### Placed cells, one colour a class, run 1

The bar under the picture is 20 µm long.
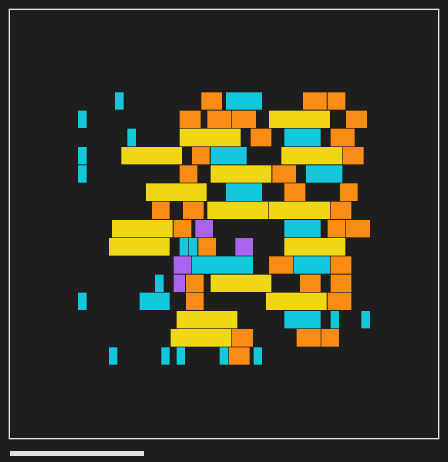
### Register map, names as in the netlist, run 1

The bar under the picture is 20 µm long. Other sequential cells in the stronger grey, the rest of the logic in the fainter grey.
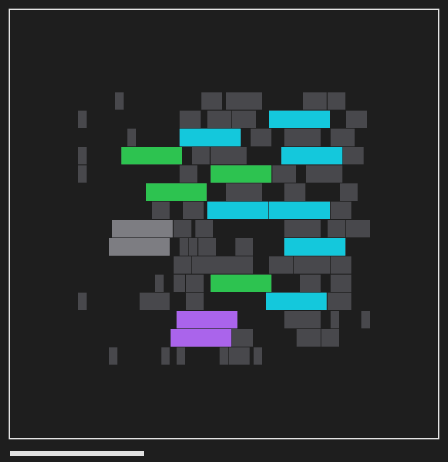
### Congestion heat map, run 1

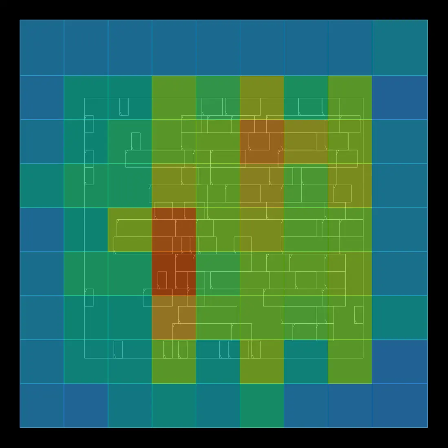
**src/rtl/new_all_taps_pkg.sv**
```systemverilog
// new_all_taps_pkg: shared types, default sizes and the coefficient formula
// for the tap-coefficient sequencer.
package new_all_taps_pkg;

  localparam int DEFAULT_NUM_TAPS = 4;
  localparam int DEFAULT_COEFF_W  = 16;

  typedef logic [DEFAULT_COEFF_W-1:0] coeff_t;

  // coeff(e,k) = (e << 8) + (2*numTaps - 1 - k), full 32-bit result;
  // callers truncate to their coefficient width.
  function automatic logic [31:0] tap_coeff(input logic [7:0]  e,
                                            input logic [8:0]  k,
                                            input int unsigned numTaps);
    logic [31:0] base;
    logic [31:0] offs;
    base = {16'd0, e, 8'd0};
    offs = 32'(2 * numTaps - 1) - {23'd0, k};
    return base + offs;
  endfunction

endpackage

```
**src/rtl/new_all_taps_rom.sv**
```systemverilog
// new_all_taps_rom: combinational coefficient lookup (setting, tap) -> coeff.
// Kept as its own block so it can later become a memory-initialised table.
module new_all_taps_rom
  import new_all_taps_pkg::*;
#(
  parameter int NUM_TAPS = DEFAULT_NUM_TAPS,
  parameter int COEFF_W  = DEFAULT_COEFF_W,
  parameter int CNT_W    = (NUM_TAPS > 1) ? $clog2(NUM_TAPS) : 1
) (
  input  logic [7:0]         eSel,
  input  logic [CNT_W-1:0]   tapIdx,
  output logic [COEFF_W-1:0] coeff
);

  logic [31:0] fullCoeff;

  // Evaluate the formula and truncate to the coefficient width.
  always_comb begin
    fullCoeff = tap_coeff(eSel, 9'(tapIdx), NUM_TAPS);
    coeff     = fullCoeff[COEFF_W-1:0];
  end

endmodule

```
**src/rtl/new_all_taps.sv**
```systemverilog
// new_all_taps: free-running tap-coefficient sequencer. Every clock it emits
// one (tap index, coefficient) pair, sweeping taps 0..NUM_TAPS-1.
// The setting is latched at tap 0 so a sweep never mixes two settings.
// Optional macro NEW_ALL_TAPS_VEC_EN adds the allTaps register holding the
// whole coefficient set.
module new_all_taps
  import new_all_taps_pkg::*;
#(
  parameter int NUM_TAPS = DEFAULT_NUM_TAPS,
  parameter int COEFF_W  = DEFAULT_COEFF_W
) (
  input  logic                clk,
  input  logic                reset,
  input  logic [7:0]          eqVal,
  output logic [COEFF_W-1:0]  tapcoeff,
  output logic [7:0]          outputTapnum
`ifdef NEW_ALL_TAPS_VEC_EN
  ,
  output logic [NUM_TAPS*COEFF_W-1:0] allTaps
`endif
);

  localparam int CNT_W = (NUM_TAPS > 1) ? $clog2(NUM_TAPS) : 1;
  localparam logic [CNT_W-1:0] LAST_TAP = CNT_W'(NUM_TAPS - 1);

  logic [CNT_W-1:0]   tapCnt_q;
  logic [CNT_W-1:0]   tapCnt_d;
  logic [7:0]         eqCur_q;
  logic [7:0]         eqCur_d;
  logic [7:0]         eSel;
  logic [COEFF_W-1:0] coeffD;
  logic [COEFF_W-1:0] tapcoeff_q;
  logic [7:0]         outputTapnum_q;

  // Tap 0 samples the live setting; the rest of the sweep reuses it.
  always_comb begin
    eSel     = (tapCnt_q == '0) ? eqVal : eqCur_q;
    eqCur_d  = eSel;
    tapCnt_d = (tapCnt_q == LAST_TAP) ? '0 : tapCnt_q + 1'b1;
  end

  new_all_taps_rom #(
    .NUM_TAPS (NUM_TAPS),
    .COEFF_W  (COEFF_W),
    .CNT_W    (CNT_W)
  ) u_rom (
    .eSel   (eSel),
    .tapIdx (tapCnt_q),
    .coeff  (coeffD)
  );

  // Counter, held setting and registered outputs.
  always_ff @(posedge clk or posedge reset) begin
    if (reset) begin
      tapCnt_q       <= '0;
      eqCur_q        <= '0;
      tapcoeff_q     <= '0;
      outputTapnum_q <= '0;
    end else begin
      tapCnt_q       <= tapCnt_d;
      eqCur_q        <= eqCur_d;
      tapcoeff_q     <= coeffD;
      outputTapnum_q <= 8'(tapCnt_q);
    end
  end

  assign tapcoeff     = tapcoeff_q;
  assign outputTapnum = outputTapnum_q;

`ifdef NEW_ALL_TAPS_VEC_EN
  logic [NUM_TAPS*COEFF_W-1:0] allTaps_q;

  // Slot of the current tap is refreshed on the same edge as tapcoeff.
  always_ff @(posedge clk or posedge reset) begin
    if (reset) begin
      allTaps_q <= '0;
    end else begin
      for (int k = 0; k < NUM_TAPS; k++) begin
        if (tapCnt_q == CNT_W'(k)) begin
          allTaps_q[k*COEFF_W +: COEFF_W] <= coeffD;
        end
      end
    end
  end

  assign allTaps = allTaps_q;
`endif

endmodule

```
**config.mk**
```make
export PLATFORM = sky130hd
export DESIGN_NAME = new_all_taps
export DESIGN_NICKNAME = d
export VERILOG_FILES = /design/src/rtl/new_all_taps_pkg.sv /design/src/rtl/new_all_taps_rom.sv /design/src/rtl/new_all_taps.sv
export SDC_FILE = /design/constraint.sdc
export NUM_CORES = 1
export LEC_CHECK = 0
export CAP_MARGIN = 30
export CORE_MARGIN = 10
export CORE_UTILIZATION = 33
export DETAILED_ROUTE_END_ITERATION = 8
export PLACE_DENSITY_LB_ADDON = 0.3
export SYNTH_ARGS = -nofsm -noshare
export SYNTH_HDL_FRONTEND = slang
export SYNTH_SLANG_ARGS = --single-unit
```
**constraint.sdc**
```tcl
create_clock -name clk -period 1.2 [get_ports clk]
set_clock_uncertainty 0.1 [all_clocks]
set_input_delay 0.12 -clock clk [delete_from_list [all_inputs] [get_ports clk]]
set_output_delay 0.12 -clock clk [all_outputs]
set_load 0.005 [all_outputs]
```
==> out/qor.yml, run 1 <==
critical_path:
  worst-path-buf-inv: 1
  crit-reg2reg-launch: "tapCnt_q[0]"
  worstSetupStartpoint: "tapCnt_q[0]"
  cp.required_ps: 1260
  ff2ff_setup_slack_ps: -40
  crit_path_end_kind: "flop"
  critPathTopFamily: "flip-flops"
  path_max_fanout: 8
  slowest_delay_ps: 400
  crit_path_top_delay_cell: "dfrtp_1"
global_route:
  grt_pass1_vias: 438
  grt_pass1_wl_mm: 2.18
  grt_overflow: 0
  use_met1: 0.0782
power_and_ir_drop:
  seq-power_w: 0.000527
  swShare: 0.216
  finalPower_w: 0.000905
  clkPwrFrac: 0.305
  p_switching_w: 0.000196
  comb_power_w: 0.000102
drt:
  wirelength_met1_um: 571
  wirelength_mm: 1.33
  drt_iter0_markers: 5
  vias_per_cell: 3.86
  drc: 0
  wl_met2_um: 613
timing:
  setup_ws_ps: -37.3
  fin_crit_sh: 1.03
  finalSetupViolations: 8
  fmax_ghz: 0.808
  finalHoldViolations: 0
cts:
  cts_tree: "built"
  clkSinkCount: 15
  cts_inserted_buffers: 3
  post_cts_resized: 17
synthesis:
  simple_gate_share: 0.00589
  yosysTopAreaCell: "dfrtp_1"
  syn_area_per_cell_um2: 14.8
  yosysWarningCount: 0
  yosys.area_share.aoi: 0
  mux_area_frac: 0.189
floorplanning:
  die-area_um2: 4090
  fp_util: 0.357
  ios: 34
  die_x_um: 63.9
finish:
  drive_gt1_frac: 0.333
  logic_area_um2: 206
  largest_reg_flops: 7
  area_delta_synth_final_pct: 47.3
run_status:
  violations: "setup timing"
  outcome: "finished, violations left"
placed_design:
  globalplace.congestion: 0.624
  dp_cells: 93
-- 'Placed cells, one colour a class' (at the start) --
cyan -> remaining logic cells  # cells 26
purple -> clock drivers and dummy loads  # cells 4
yellow -> registers  # cells 15
orange -> remaining buffers and delay cells  # cells 33

-- 'Register map, names as in the netlist' (at the start) --
cyan -> eqCur_q  # placed flops 7
purple -> outputTapnum  # placed flops 2
green -> tapcoeff  # placed flops 4, where centre
not coloured = 2

-- 'Congestion heat map' (at the start) --
all-layer global routing usage: 0.0677
met2 usage: 0.102
met3 GRT Util: 0.0279
final core utilization: 0.526
WL per Instance: 12.9 µm

-- run 1: how the worst min path moves through the flow --
stage,start,to,slack [ps]
2_1_floorplan,reset,eqCur_q[0],-80
6_report,reset,eqCur_q[2],40
3_5_place_dp,reset,eqCur_q[1],340
3_3_place_gp,tapCnt_q[0],tapcoeff[0],320
4_1_cts,reset,eqCur_q[4],40
5_1_grt,reset,eqCur_q[6],60
-- run 1: cells in the mapped netlist (all sizes together) --
library cell,instances
inv,3
dfrtp,15
buf,12
ha,2
mux2,8
conb,2
nor2,1
-- run 1: layout make-up --
type / count / area share
Timing Repair Buffer: 33 / 0.305
Multi-Input combinational cell: 23 / 0.220
Sequential cell: 15 / 0.400
Clock inverter: 1 / 0.00533
Tap cell: 25 / 0.0333
Clock buffer: 3 / 0.0240
Inverter: 3 / 0.0120
### Gate families picked out, run 1

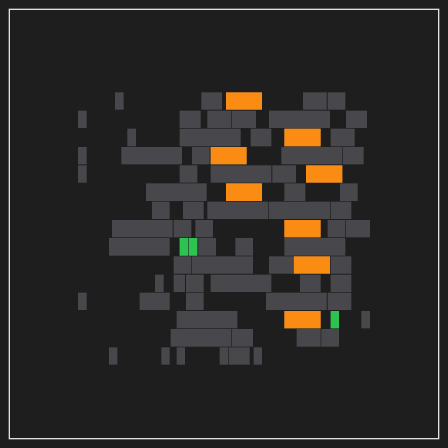

==> run 1 -> run 2 <==
--- a/config.mk
+++ b/config.mk
@@ -7,7 +7,7 @@
 export LEC_CHECK = 0
 export CAP_MARGIN = 30
 export CORE_MARGIN = 10
-export CORE_UTILIZATION = 33
+export CORE_UTILIZATION = 40
 export DETAILED_ROUTE_END_ITERATION = 8
 export PLACE_DENSITY_LB_ADDON = 0.3
 export SYNTH_ARGS = -nofsm -noshare
==> constraint.sdc (replaced) <==
create_clock -name clk -period 1.5 [get_ports clk]
set_clock_uncertainty 0.1 [all_clocks]
set_input_delay 0.15 -clock clk [delete_from_list [all_inputs] [get_ports clk]]
set_output_delay 0.15 -clock clk [all_outputs]
set_load 0.005 [all_outputs]
### Gate families picked out, run 2

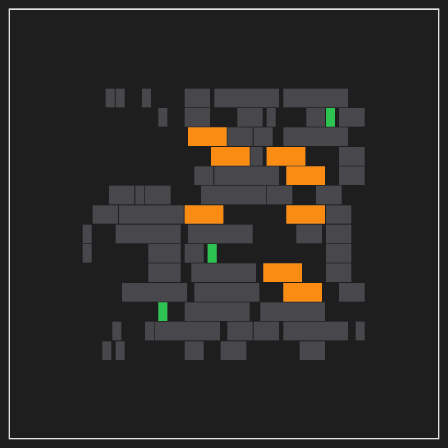
green -> inv cells  # cells 3, most used inv_1
orange -> mux cells  # cells 8, most used mux2_4
fraction of area in multi-input gates: 0.225
fin cells: 85
most common logic cell in the routed design: clkdlybuf4s50_1

### Register map, names as in the netlist, run 2

The bar under the picture is 20 µm long. Other sequential cells in the stronger grey, the rest of the logic in the fainter grey.
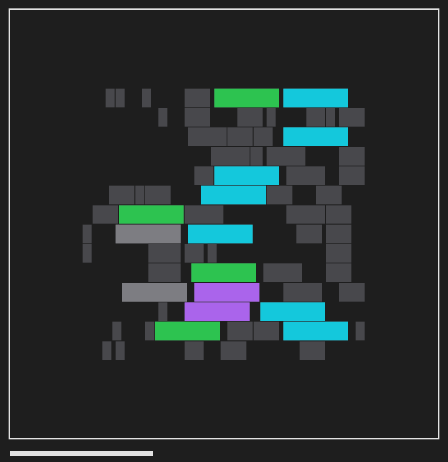
cyan -> eqCur_q  # placed flops 7
purple -> outputTapnum  # placed flops 2
green -> tapcoeff  # placed flops 4

==> out/qor.yml, run 2 <==
critical_path:
  path_max_fanout: 2
  cp.required_ps: 1250
  worstSetupStartpoint: "eqCur_q[3]"
  crit-reg2reg-launch: "tapCnt_q[0]"
  worst-path-buf-inv: 1
  crit_path_end_kind: "primary output"
  crit_path_top_delay_cell: "clkdlybuf4s50_1"
  ff2ff_setup_slack_ps: 150
  slowest_delay_ps: 510
synthesis:
  top_cell: "dfrtp_1"
  edf_count: 0
  common_cells: "dfrtp_1 (15), buf_4 (11), mux2_4 (8)"
  mux_area_frac: 0.189
  yosysWarningCount: 0
  simple_gate_share: 0.00589
  yosys.area_share.aoi: 0
  ff_type: "dfrtp_1"
  yosysTopAreaCell: "dfrtp_1"
  syn_area_per_cell_um2: 14.8
  synthesis.area_um2: 637
finish:
  largest_reg_flops: 7
  design.seq.count: 15
  biggestCellCategory: "sequential cells"
  n_all_inverters: 3
  clock_area_frac: 0.0319
  logic_area_um2: 194
  seq_share: 0.435
  bufAreaShareNonClock: 0.272
  clockBufferCount: 3
  num-multi-input-gates: 23
  drive_gt1_frac: 0.203
  area_delta_synth_final_pct: 35.6
  utilization: 0.573
cts:
  clkSinkCount: 15
  post_cts_resized: 0
  cts_inserted_buffers: 3
  cts_tree: "built"
drt:
  routedWlPerCell_um: 14.4
  wirelength_mm: 1.23
  drc: 0
  vias_per_cell: 4.15
  drt_iter0_markers: 0
floorplanning:
  fp_util: 0.423
  die-area_um2: 3590
  die_x_um: 59.9
  n_tap_cell: 16
  ios: 34
global_route:
  grt_pass1_vias: 381
  grt_pass1_wl_mm: 1.79
  antenna_found_initial: 0
  grt_overflow: 0
power_and_ir_drop:
  swShare: 0.218
  clkPwrFrac: 0.306
  p_switching_w: 0.000159
  finalPower_w: 0.000731
timing:
  setup_ws_ps: 93.1
  fin_crit_sh: 0.938
  finalSetupViolations: 0
  fmax_ghz: 0.711
  finalHoldViolations: 0
placed_design:
  dp_cells: 81
  globalplace.congestion: 0.651
run_status:
  outcome: "completed"
==> run 2: cell counts after synthesis <==
Identical to the previous run, type by type.
==> run 2: layer usage <==
| layer | vias up | wire length [µm] | global-route usage | share of wire |
|---|---|---|---|---|
| met5 | - | 0 | 0 | 0 |
| met3 | 4 | 162 | 0.0381 | 0.13 |
| met2 | 23 | 570 | 0.0941 | 0.46 |
| met1 | 164 | 437 | 0.0691 | 0.36 |
| li1 | 162 | - | - | - |
| met4 | 0 | 57 | 0.0962 | 0.046 |
==> run 2: power groups by stage <==
stage	Clock, W	Sequential, W	Combinational, W
6_report	0.000224	0.000423	0.0000843
3_5_place_dp	0	0.000431	0.0000845
3_3_place_gp	0	0.000431	0.0000845
4_1_cts	0.000237	0.000423	0.0000849
5_1_grt	0.000258	0.000424	0.0000927
2_1_floorplan	0	0.000431	0.0000488
No activity file was given, so power comes from the tool's default toggle rates.
